**Run 1: signal wires by layer**

Scale: 2 px per µm. Two of the layers only.
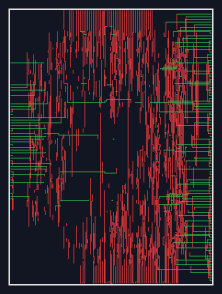
**Run 1: placed standard cells**

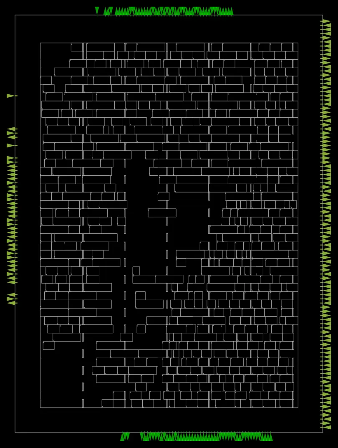
**Run 1: wires at chosen ports, followed through buffers**

Scale: 2 px per µm.
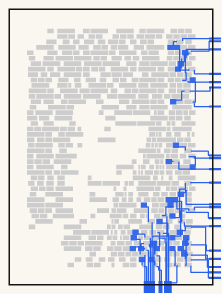
[config.mk]
export PLATFORM = sky130hd
export DESIGN_NAME = sram_port_arbiter_flat
export DESIGN_NICKNAME = d
export VERILOG_FILES = /design/src/rtl/sram_port_arbiter_if.sv /design/src/rtl/sram_port_arbiter.sv /design/src/flat_wrapper.sv
export SDC_FILE = /design/constraint.sdc
export NUM_CORES = 1
export LEC_CHECK = 0
export CORE_AREA = 8 8 93 129
export DETAILED_ROUTE_END_ITERATION = 6
export DIE_AREA = 0 0 101 137
export PLACE_DENSITY = 0.88
export SYNTH_ARGS = -nofsm -noshare
export SYNTH_HDL_FRONTEND = slang
export SYNTH_SLANG_ARGS = --single-unit
[constraint.sdc]
create_clock -name clk -period 2.15 [get_ports clk]
set_input_delay 0.5375 -clock clk [delete_from_list [all_inputs] [get_ports clk]]
set_output_delay 0.5375 -clock clk [all_outputs]
set_load 0.02 [all_outputs]
[src/rtl/sram_port_arbiter_if.sv]
// Two-master request/grant bus plus the SRAM read/write port driven by the arbiter.
// The arbiter connects through the slave modport; masters and SRAM sit on the master side.
interface sram_port_arbiter_if #(
  parameter int unsigned ADDR_W = 7,
  parameter int unsigned DATA_W = 32
);
  logic              m0_req;
  logic              m0_we;
  logic [ADDR_W-1:0] m0_addr;
  logic [DATA_W-1:0] m0_wdata;
  logic              m0_gnt;
  logic              m0_rvalid;
  logic [DATA_W-1:0] m0_rdata;

  logic              m1_req;
  logic              m1_we;
  logic [ADDR_W-1:0] m1_addr;
  logic [DATA_W-1:0] m1_wdata;
  logic              m1_gnt;
  logic              m1_rvalid;
  logic [DATA_W-1:0] m1_rdata;

  logic [ADDR_W-1:0] sram_read1_addr;
  logic [DATA_W-1:0] sram_read1_data;
  logic [ADDR_W-1:0] sram_write_addr;
  logic [DATA_W-1:0] sram_write_data;
  logic              sram_write_enable;

  modport slave (
    input  m0_req, m0_we, m0_addr, m0_wdata,
    output m0_gnt, m0_rvalid, m0_rdata,
    input  m1_req, m1_we, m1_addr, m1_wdata,
    output m1_gnt, m1_rvalid, m1_rdata,
    output sram_read1_addr,
    input  sram_read1_data,
    output sram_write_addr, sram_write_data, sram_write_enable
  );

  modport master (
    output m0_req, m0_we, m0_addr, m0_wdata,
    input  m0_gnt, m0_rvalid, m0_rdata,
    output m1_req, m1_we, m1_addr, m1_wdata,
    input  m1_gnt, m1_rvalid, m1_rdata,
    input  sram_read1_addr,
    output sram_read1_data,
    input  sram_write_addr, sram_write_data, sram_write_enable
  );
endinterface

[src/rtl/sram_port_arbiter.sv]
// Round-robin arbiter giving two masters single-cycle access to one SRAM port pair,
// with a zero-fill sequence that blocks both masters while it sweeps every word.
module sram_port_arbiter #(
  parameter int unsigned ADDR_W = 7,
  parameter int unsigned DATA_W = 32,
  parameter int unsigned DEPTH  = 128
) (
  input  logic                   clk,
  input  logic                   reset,
  sram_port_arbiter_if.slave     bus,
  input  logic                   clr_start,
  output logic                   busy,
  output logic                   clr_done
);

  typedef enum logic {StServe, StClear} state_e;

  state_e            state_q, state_d;
  logic              rr_q, rr_d;
  logic [ADDR_W-1:0] cnt_q, cnt_d;
  logic              rvalid0_q, rvalid0_d, rvalid1_q, rvalid1_d;
  logic [DATA_W-1:0] rdata0_q, rdata0_d, rdata1_q, rdata1_d;

  logic              gnt0, gnt1, we;
  logic [ADDR_W-1:0] raddr, waddr;
  logic [DATA_W-1:0] wdata;

  always_ff @(posedge clk or negedge reset) begin
    if (!reset) begin
      state_q   <= StServe;
      rr_q      <= 1'b0;
      cnt_q     <= '0;
      rvalid0_q <= 1'b0;
      rvalid1_q <= 1'b0;
      rdata0_q  <= '0;
      rdata1_q  <= '0;
    end else begin
      state_q   <= state_d;
      rr_q      <= rr_d;
      cnt_q     <= cnt_d;
      rvalid0_q <= rvalid0_d;
      rvalid1_q <= rvalid1_d;
      rdata0_q  <= rdata0_d;
      rdata1_q  <= rdata1_d;
    end
  end

  always_comb begin
    state_d   = state_q;
    rr_d      = rr_q;
    cnt_d     = cnt_q;
    gnt0      = 1'b0;
    gnt1      = 1'b0;
    we        = 1'b0;
    raddr     = '0;
    waddr     = '0;
    wdata     = '0;
    busy      = 1'b0;
    clr_done  = 1'b0;
    rvalid0_d = 1'b0;
    rvalid1_d = 1'b0;
    rdata0_d  = rdata0_q;
    rdata1_d  = rdata1_q;
    unique case (state_q)
      StServe: begin
        // rr_q=0 favours master 0 on contention; reset masks the combinational grants.
        gnt0 = reset & bus.m0_req & (~bus.m1_req | ~rr_q);
        gnt1 = reset & bus.m1_req & (~bus.m0_req | rr_q);
        if (gnt0) begin
          raddr     = bus.m0_addr;
          waddr     = bus.m0_addr;
          wdata     = bus.m0_wdata;
          we        = bus.m0_we;
          rvalid0_d = ~bus.m0_we;
          rr_d      = 1'b1;
        end else if (gnt1) begin
          raddr     = bus.m1_addr;
          waddr     = bus.m1_addr;
          wdata     = bus.m1_wdata;
          we        = bus.m1_we;
          rvalid1_d = ~bus.m1_we;
          rr_d      = 1'b0;
        end
        if (rvalid0_d) rdata0_d = bus.sram_read1_data;
        if (rvalid1_d) rdata1_d = bus.sram_read1_data;
        if (clr_start) state_d = StClear;
      end
      StClear: begin
        busy     = 1'b1;
        we       = 1'b1;
        waddr    = cnt_q;
        clr_done = (cnt_q == ADDR_W'(DEPTH - 1));
        if (clr_done) begin
          state_d = StServe;
          cnt_d   = '0;
        end else begin
          cnt_d = cnt_q + ADDR_W'(1);
        end
      end
      default: state_d = StServe;
    endcase
  end

  assign bus.m0_gnt            = gnt0;
  assign bus.m1_gnt            = gnt1;
  assign bus.m0_rvalid         = rvalid0_q;
  assign bus.m1_rvalid         = rvalid1_q;
  assign bus.m0_rdata          = rdata0_q;
  assign bus.m1_rdata          = rdata1_q;
  assign bus.sram_read1_addr   = raddr;
  assign bus.sram_write_addr   = waddr;
  assign bus.sram_write_data   = wdata;
  assign bus.sram_write_enable = we;

endmodule

[src/flat_wrapper.sv]
// flat-port wrapper written by rule: the top's interface ports become plain ports
module sram_port_arbiter_flat 
#(
  parameter int unsigned ADDR_W = 7,
  parameter int unsigned DATA_W = 32,
  parameter int unsigned DEPTH  = 128
)
  (clk, reset, clr_start, busy, clr_done, bus_m0_req, bus_m0_we, bus_m0_addr, bus_m0_wdata, bus_m0_gnt, bus_m0_rvalid, bus_m0_rdata, bus_m1_req, bus_m1_we, bus_m1_addr, bus_m1_wdata, bus_m1_gnt, bus_m1_rvalid, bus_m1_rdata, bus_sram_read1_addr, bus_sram_read1_data, bus_sram_write_addr, bus_sram_write_data, bus_sram_write_enable);
  sram_port_arbiter_if #(.ADDR_W(ADDR_W), .DATA_W(DATA_W)) bus_i ();
  input  logic clk;
  input  logic reset;
  input  logic clr_start;
  output logic busy;
  output logic clr_done;
  input wire logic [$bits(bus_i.m0_req)-1:0] bus_m0_req;
  input wire logic [$bits(bus_i.m0_we)-1:0] bus_m0_we;
  input wire logic [$bits(bus_i.m0_addr)-1:0] bus_m0_addr;
  input wire logic [$bits(bus_i.m0_wdata)-1:0] bus_m0_wdata;
  output wire logic [$bits(bus_i.m0_gnt)-1:0] bus_m0_gnt;
  output wire logic [$bits(bus_i.m0_rvalid)-1:0] bus_m0_rvalid;
  output wire logic [$bits(bus_i.m0_rdata)-1:0] bus_m0_rdata;
  input wire logic [$bits(bus_i.m1_req)-1:0] bus_m1_req;
  input wire logic [$bits(bus_i.m1_we)-1:0] bus_m1_we;
  input wire logic [$bits(bus_i.m1_addr)-1:0] bus_m1_addr;
  input wire logic [$bits(bus_i.m1_wdata)-1:0] bus_m1_wdata;
  output wire logic [$bits(bus_i.m1_gnt)-1:0] bus_m1_gnt;
  output wire logic [$bits(bus_i.m1_rvalid)-1:0] bus_m1_rvalid;
  output wire logic [$bits(bus_i.m1_rdata)-1:0] bus_m1_rdata;
  output wire logic [$bits(bus_i.sram_read1_addr)-1:0] bus_sram_read1_addr;
  input wire logic [$bits(bus_i.sram_read1_data)-1:0] bus_sram_read1_data;
  output wire logic [$bits(bus_i.sram_write_addr)-1:0] bus_sram_write_addr;
  output wire logic [$bits(bus_i.sram_write_data)-1:0] bus_sram_write_data;
  output wire logic [$bits(bus_i.sram_write_enable)-1:0] bus_sram_write_enable;
  assign bus_i.m0_req = bus_m0_req;
  assign bus_i.m0_we = bus_m0_we;
  assign bus_i.m0_addr = bus_m0_addr;
  assign bus_i.m0_wdata = bus_m0_wdata;
  assign bus_m0_gnt = bus_i.m0_gnt;
  assign bus_m0_rvalid = bus_i.m0_rvalid;
  assign bus_m0_rdata = bus_i.m0_rdata;
  assign bus_i.m1_req = bus_m1_req;
  assign bus_i.m1_we = bus_m1_we;
  assign bus_i.m1_addr = bus_m1_addr;
  assign bus_i.m1_wdata = bus_m1_wdata;
  assign bus_m1_gnt = bus_i.m1_gnt;
  assign bus_m1_rvalid = bus_i.m1_rvalid;
  assign bus_m1_rdata = bus_i.m1_rdata;
  assign bus_sram_read1_addr = bus_i.sram_read1_addr;
  assign bus_i.sram_read1_data = bus_sram_read1_data;
  assign bus_sram_write_addr = bus_i.sram_write_addr;
  assign bus_sram_write_data = bus_i.sram_write_data;
  assign bus_sram_write_enable = bus_i.sram_write_enable;
  sram_port_arbiter #(.ADDR_W(ADDR_W), .DATA_W(DATA_W), .DEPTH(DEPTH)) u_core (.clk(clk), .reset(reset), .bus(bus_i), .clr_start(clr_start), .busy(busy), .clr_done(clr_done));
endmodule
==> results.yml, run 1 <==
# generated from flow reports
synth:
  synth_area_um2: 3650
  synth_seq_share_pct: 51.4
  yosys.cell_types.count: 33
  adder_share_pct: 0.342
  ys_sh_aoi_pct: 13.0
  avgSynthCellArea_um2: 14.4
  synth.top_cells.by_count: "dfrtp_1, a22o_1, mux2_4"
  top_cell: "dfrtp_1"
  edf_count: 0
  ys_chip_area_um2: 3650
  muxShareOfSynthArea_pct: 23.9
  synthTopLogicFamily: "multiplexers"
  ys_cells: 253
  synth_nets: 371
  topCellsByArea: "dfrtp_1, mux2_4, a22o_1"
  synth-xor-area-share_pct: 0.719
  yosys.area_share.simple_pct: 5.99
  ys.flop_type: "dfrtp_1"
  netlist.top_cell.by_area: "dfrtp_1"
  synthArstFlopShare_pct: 100
  yosysWarnings: 0
worst_setup_path:
  crit_start: "u_core.rr_q"
  reg2reg_depth: 7
  critPathBufInv: 2
  r2r_start: "u_core.rr_q"
  cp_slowest_stage_delay_ns: 0.40
  start_kind: "register"
  reg2reg_slack_ns: 0.48
  path_class: "reg2out"
  cp.depth: 5
  cp.arrival_ns: 1.83
  r2r_end: "u_core.bus.m1_rdata[2]"
  cp-end-kind: "primary output"
  crit_path_end: "bus_sram_write_addr[4]"
  cp_max_fo: 6
layout:
  fin_area_um2: 6870
  largestClassByArea: "non-clock buffers"
  seq_share_pct: 27.3
  layout_top_cells: "clkdlybuf4s50_1, dfrtp_1, buf_6"
  antenna_cells: 0
  logic_gates: 158
  drive_gt1_share_pct: 35.0
  inv_count: 4
  area_growth_syn_to_layout_pct: 87.9
  regArea_um2: 1880
  lay_top_count: "clkdlybuf4s50_1"
  clockBufferCount: 9
status:
  violations: "negative setup slack"
  status: "finished with violations"
global_routing:
  met1_usage_pct: 18.6
  grt.busiest_layer: "met2"
  use_met3_pct: 7.69
  grt_max_degree: 70
  grt_pass1_wl_mm: 20.9
  grt_pass1_vias: 3748
  grt.met2_usage_pct: 36.0
  overflow: 0
  grt_antenna_before_repair: 0
clock_network:
  cts_buffer_depth: 2
  holdBufCountCts: 0
  root_buffer: "clkbuf_16"
  worstSkewPairLatency_ns: 0.33
  cts_tree: "done"
  cts_max_level: 3
  cts_buffers: 9
  clkSlewWorstSetupHoldPaths_ns: 0.05
  cts_sinks: 75
power_and_ir_drop:
  power_mw: 4.48
  p_switching_mw: 1.16
  clkPwrFrac_pct: 38.1
  intPower_mw: 3.32
  netSwitchingFraction_pct: 25.9
  leakage_nw: 3.18
  p_seq_share_pct: 36.4
  ir_drop_uv: 465
  pwr-share-comb_pct: 25.5
  powerDensity_nw_per_um2: 653
worst_hold_path:
  worstHoldPathType: "in2async"
drt:
  firstDrtPassIters: 4
  wl_met1_mm: 4.81
  ant_nets: 0
  drc: 0
  drt-initial-drc-count: 87
  viasPerCell: 5.04
  wl_met3_mm: 1.53
  top_layer: "met4"
  vias: 3359
die:
  die_x_um: 101
  chipArea_um2: 13800
  coreArea_um2: 10100
  n_tap_cell: 138
  fp-utilization_pct: 36.1
  die_h_um: 137
sta:
  fin_crit_sh_pct: 110
  setup_viol: 47
  clock_skew_ns: 0.0106
  fmax_mhz: 422
  hold_ws_ns: 0.130
  finalMaxSlewViolations: 0
  relSlewSlack_pct: 41.8
  rsz0062_at_grt: "yes"
  worst_pin_slew_ns: 0.873
  setup_ws_ns: -0.222
  finalSetupTns_ns: -4.91
run:
  max_cap_viol_count: 0
placement:
  dpl.hpwl_mm: 10.4
  pre_cts_ws_ns: -0.852
  finalWeightedCongestion: 0.983
-- 'signal wires by layer' (at the start) --
legend:
  metal 2:
    color: red
    wire_length: 7,430 µm
  metal 3:
    color: green
    wire_length: 1,530 µm
WL final: 14.3 mm
total global-route track usage: 19.6%
drt wl/cell: 21.5 µm

-- 'placed standard cells' (at the start) --
row cnt: 44
# fillers: 736
Finished Core Util: 67.8%
Final Non-Filler Cells: 666
number of sequential cells: 75

-- 'wires at chosen ports, followed through buffers' (at the start) --
legend:
  `bus_sram_write_data`:
    color: blue
    bits: 32
    direction: output
    end_cells: 32
    wire: 801 µm
I/O pins: 234
PortBufs: 233

==> run 1: power by group through the flow <==
stage / Sequential, mW / Combinational [mW] / Clock [mW]
after floorplan: 1.73 / 0.378 / 0
after global placement: 1.64 / 1.07 / 0
after detailed placement: 1.65 / 1.09 / 0
after CTS: 1.63 / 1.13 / 1.75
after global routing: 1.65 / 1.21 / 1.80
final: 1.63 / 1.14 / 1.71
==> run 1: what timing repair did <==
item / 4_1_cts / 5_1_grt
resized: 263 / 28
pin swaps: 6 / 16
cloned: 5 / 3
endpoints found under the setup margin: 50 / 49
buffers inserted: 5 / 4
==> run 2, diff against run 1 <==
Settings changed: CORE_AREA 8 8 93 129 to 8 8 98 136, DIE_AREA 0 0 101 137 to 0 0 106 144, PLACE_DENSITY 0.88 to 0.84.
Clock period 2.15 ns to 2.1 ns, I/O delays scaled along.
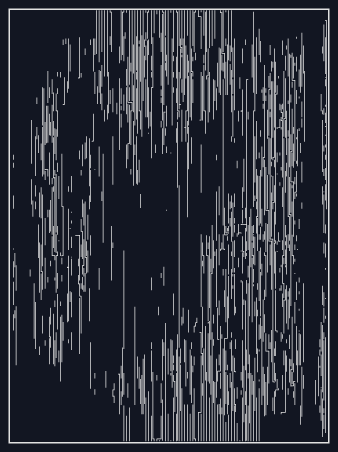
**Above:** run 2 (M2 wires).
Scale: 3 px per µm.
share of all routed wire: 54%
main direction: vertical
wire length on this layer: 7,940 µm
met2 global-route usage: 35.1%
WL final: 14.7 mm

==> run 2 against run 1 <==
Compared with the run above: the run still ends with negative setup slack left; largest power group is now registers; critical path type unchanged; total power decreased by 1.1%; clock-buffer cell count increased by 1; die size increased by 10%; global-route usage decreased by 1.1 points; highest routed layer unchanged; clock skew decreased by 0.0049 ns.
==> results.yml, run 2 <==
# generated from flow reports
synth:
  adder_share_pct: 0.342
  top_cell: "dfrtp_1"
  ys.flop_type: "dfrtp_1"
  synthArstFlopShare_pct: 100
  synth_seq_share_pct: 51.4
  yosys.cell_types.count: 33
  avgSynthCellArea_um2: 14.4
  ys_chip_area_um2: 3650
  topCellsByArea: "dfrtp_1, mux2_4, a22o_1"
layout:
  area_growth_syn_to_layout_pct: 91.0
  fin_area_um2: 6980
  instances_no_fill: 682
  lay_top_count: "clkdlybuf4s50_1"
  n_fill_cell: 873
  drive_gt1_share_pct: 35.9
  layout_top_cells: "clkdlybuf4s50_1, dfrtp_1, buf_6"
  final_util_pct: 60.9
drt:
  wl_per_cell_um: 21.5
  vias: 3369
sta:
  worst_pin_slew_ns: 0.631
  setup_viol: 46
  hold_ws_ns: 0.141
  finalSetupTns_ns: -7.38
  fmax_mhz: 429
  relSlewSlack_pct: 57.9
  fin_crit_sh_pct: 111
  setup_ws_ns: -0.232
  clock_skew_ns: 0.00565
worst_setup_path:
  r2r_end: "u_core.bus.m1_rdata[21]"
  cp_max_fo: 6
  cp-end-kind: "primary output"
  critPathBufInv: 3
  crit_start: "u_core.rr_q"
  r2r_start: "u_core.state_q"
  cp_slowest_stage_delay_ns: 0.41
global_routing:
  grt_max_degree: 52
  grt_pass1_vias: 3854
  use_met3_pct: 6.87
  track_usage_pct: 18.5
  grt.busiest_layer: "met2"
  met1_usage_pct: 17.3
die:
  fp-utilization_pct: 31.9
  coreArea_um2: 11500
  die_x_um: 106
  chipArea_um2: 15300
  io_pins: 234
  die_h_um: 144
clock_network:
  post_cts_buffers: 6
  cts_max_level: 3
  holdBufCountCts: 0
  worstSkewPairLatency_ns: 0.33
  post_cts_resized: 258
  root_buffer: "clkbuf_16"
  cts_buffer_depth: 2
  cts_tree: "done"
status:
  status: "finished with violations"
  violations: "negative setup slack"
power_and_ir_drop:
  ir_drop_uv: 463
  pg_clk_mw: 1.59
  netSwitchingFraction_pct: 27.6
  pwr-share-comb_pct: 26.7
  p_switching_mw: 1.22
  pg_seq_mw: 1.67
  comb-power_mw: 1.18
  leakage_nw: 3.19
  powerDensity_nw_per_um2: 636
run:
  max_cap_viol_count: 0
placement:
  finalWeightedCongestion: 0.905
  pre_cts_ws_ns: -0.888
[run 2: cell types whose count changed in the layout (fill, tap and decap cells not counted), sizes merged]
cell	previous run	this run
bufinv	3	1
dlymetal6s2s	0	1
clkdlybuf4s50	180	179
clkinvlp	0	3
bufbuf	1	0
buf	91	100
inv	5	6
clkinv	2	0
clkbuf	12	11
[run 2: routing by layer]
layer	vias to the layer above	wire length (µm)	share of wire, %
met5	-	0	0
met4	0	393	2.7
met3	29	1320	9.0
met2	186	7940	54
met1	1651	5040	34
li1	1503	-	-
[run 2: layout make-up]
cell class	instances	area, µm²	area share (%)
sequential	75	1880	26.9
timing repair buffer	282	2970	42.6
tap	147	184	2.64
multi-input combinational	158	1610	23.1
clock buffer	10	239	3.42
clock inverter	6	72.6	1.04
inverter	4	20.0	0.287
Power figures rest on the tool's default switching activity, not on a simulated workload.
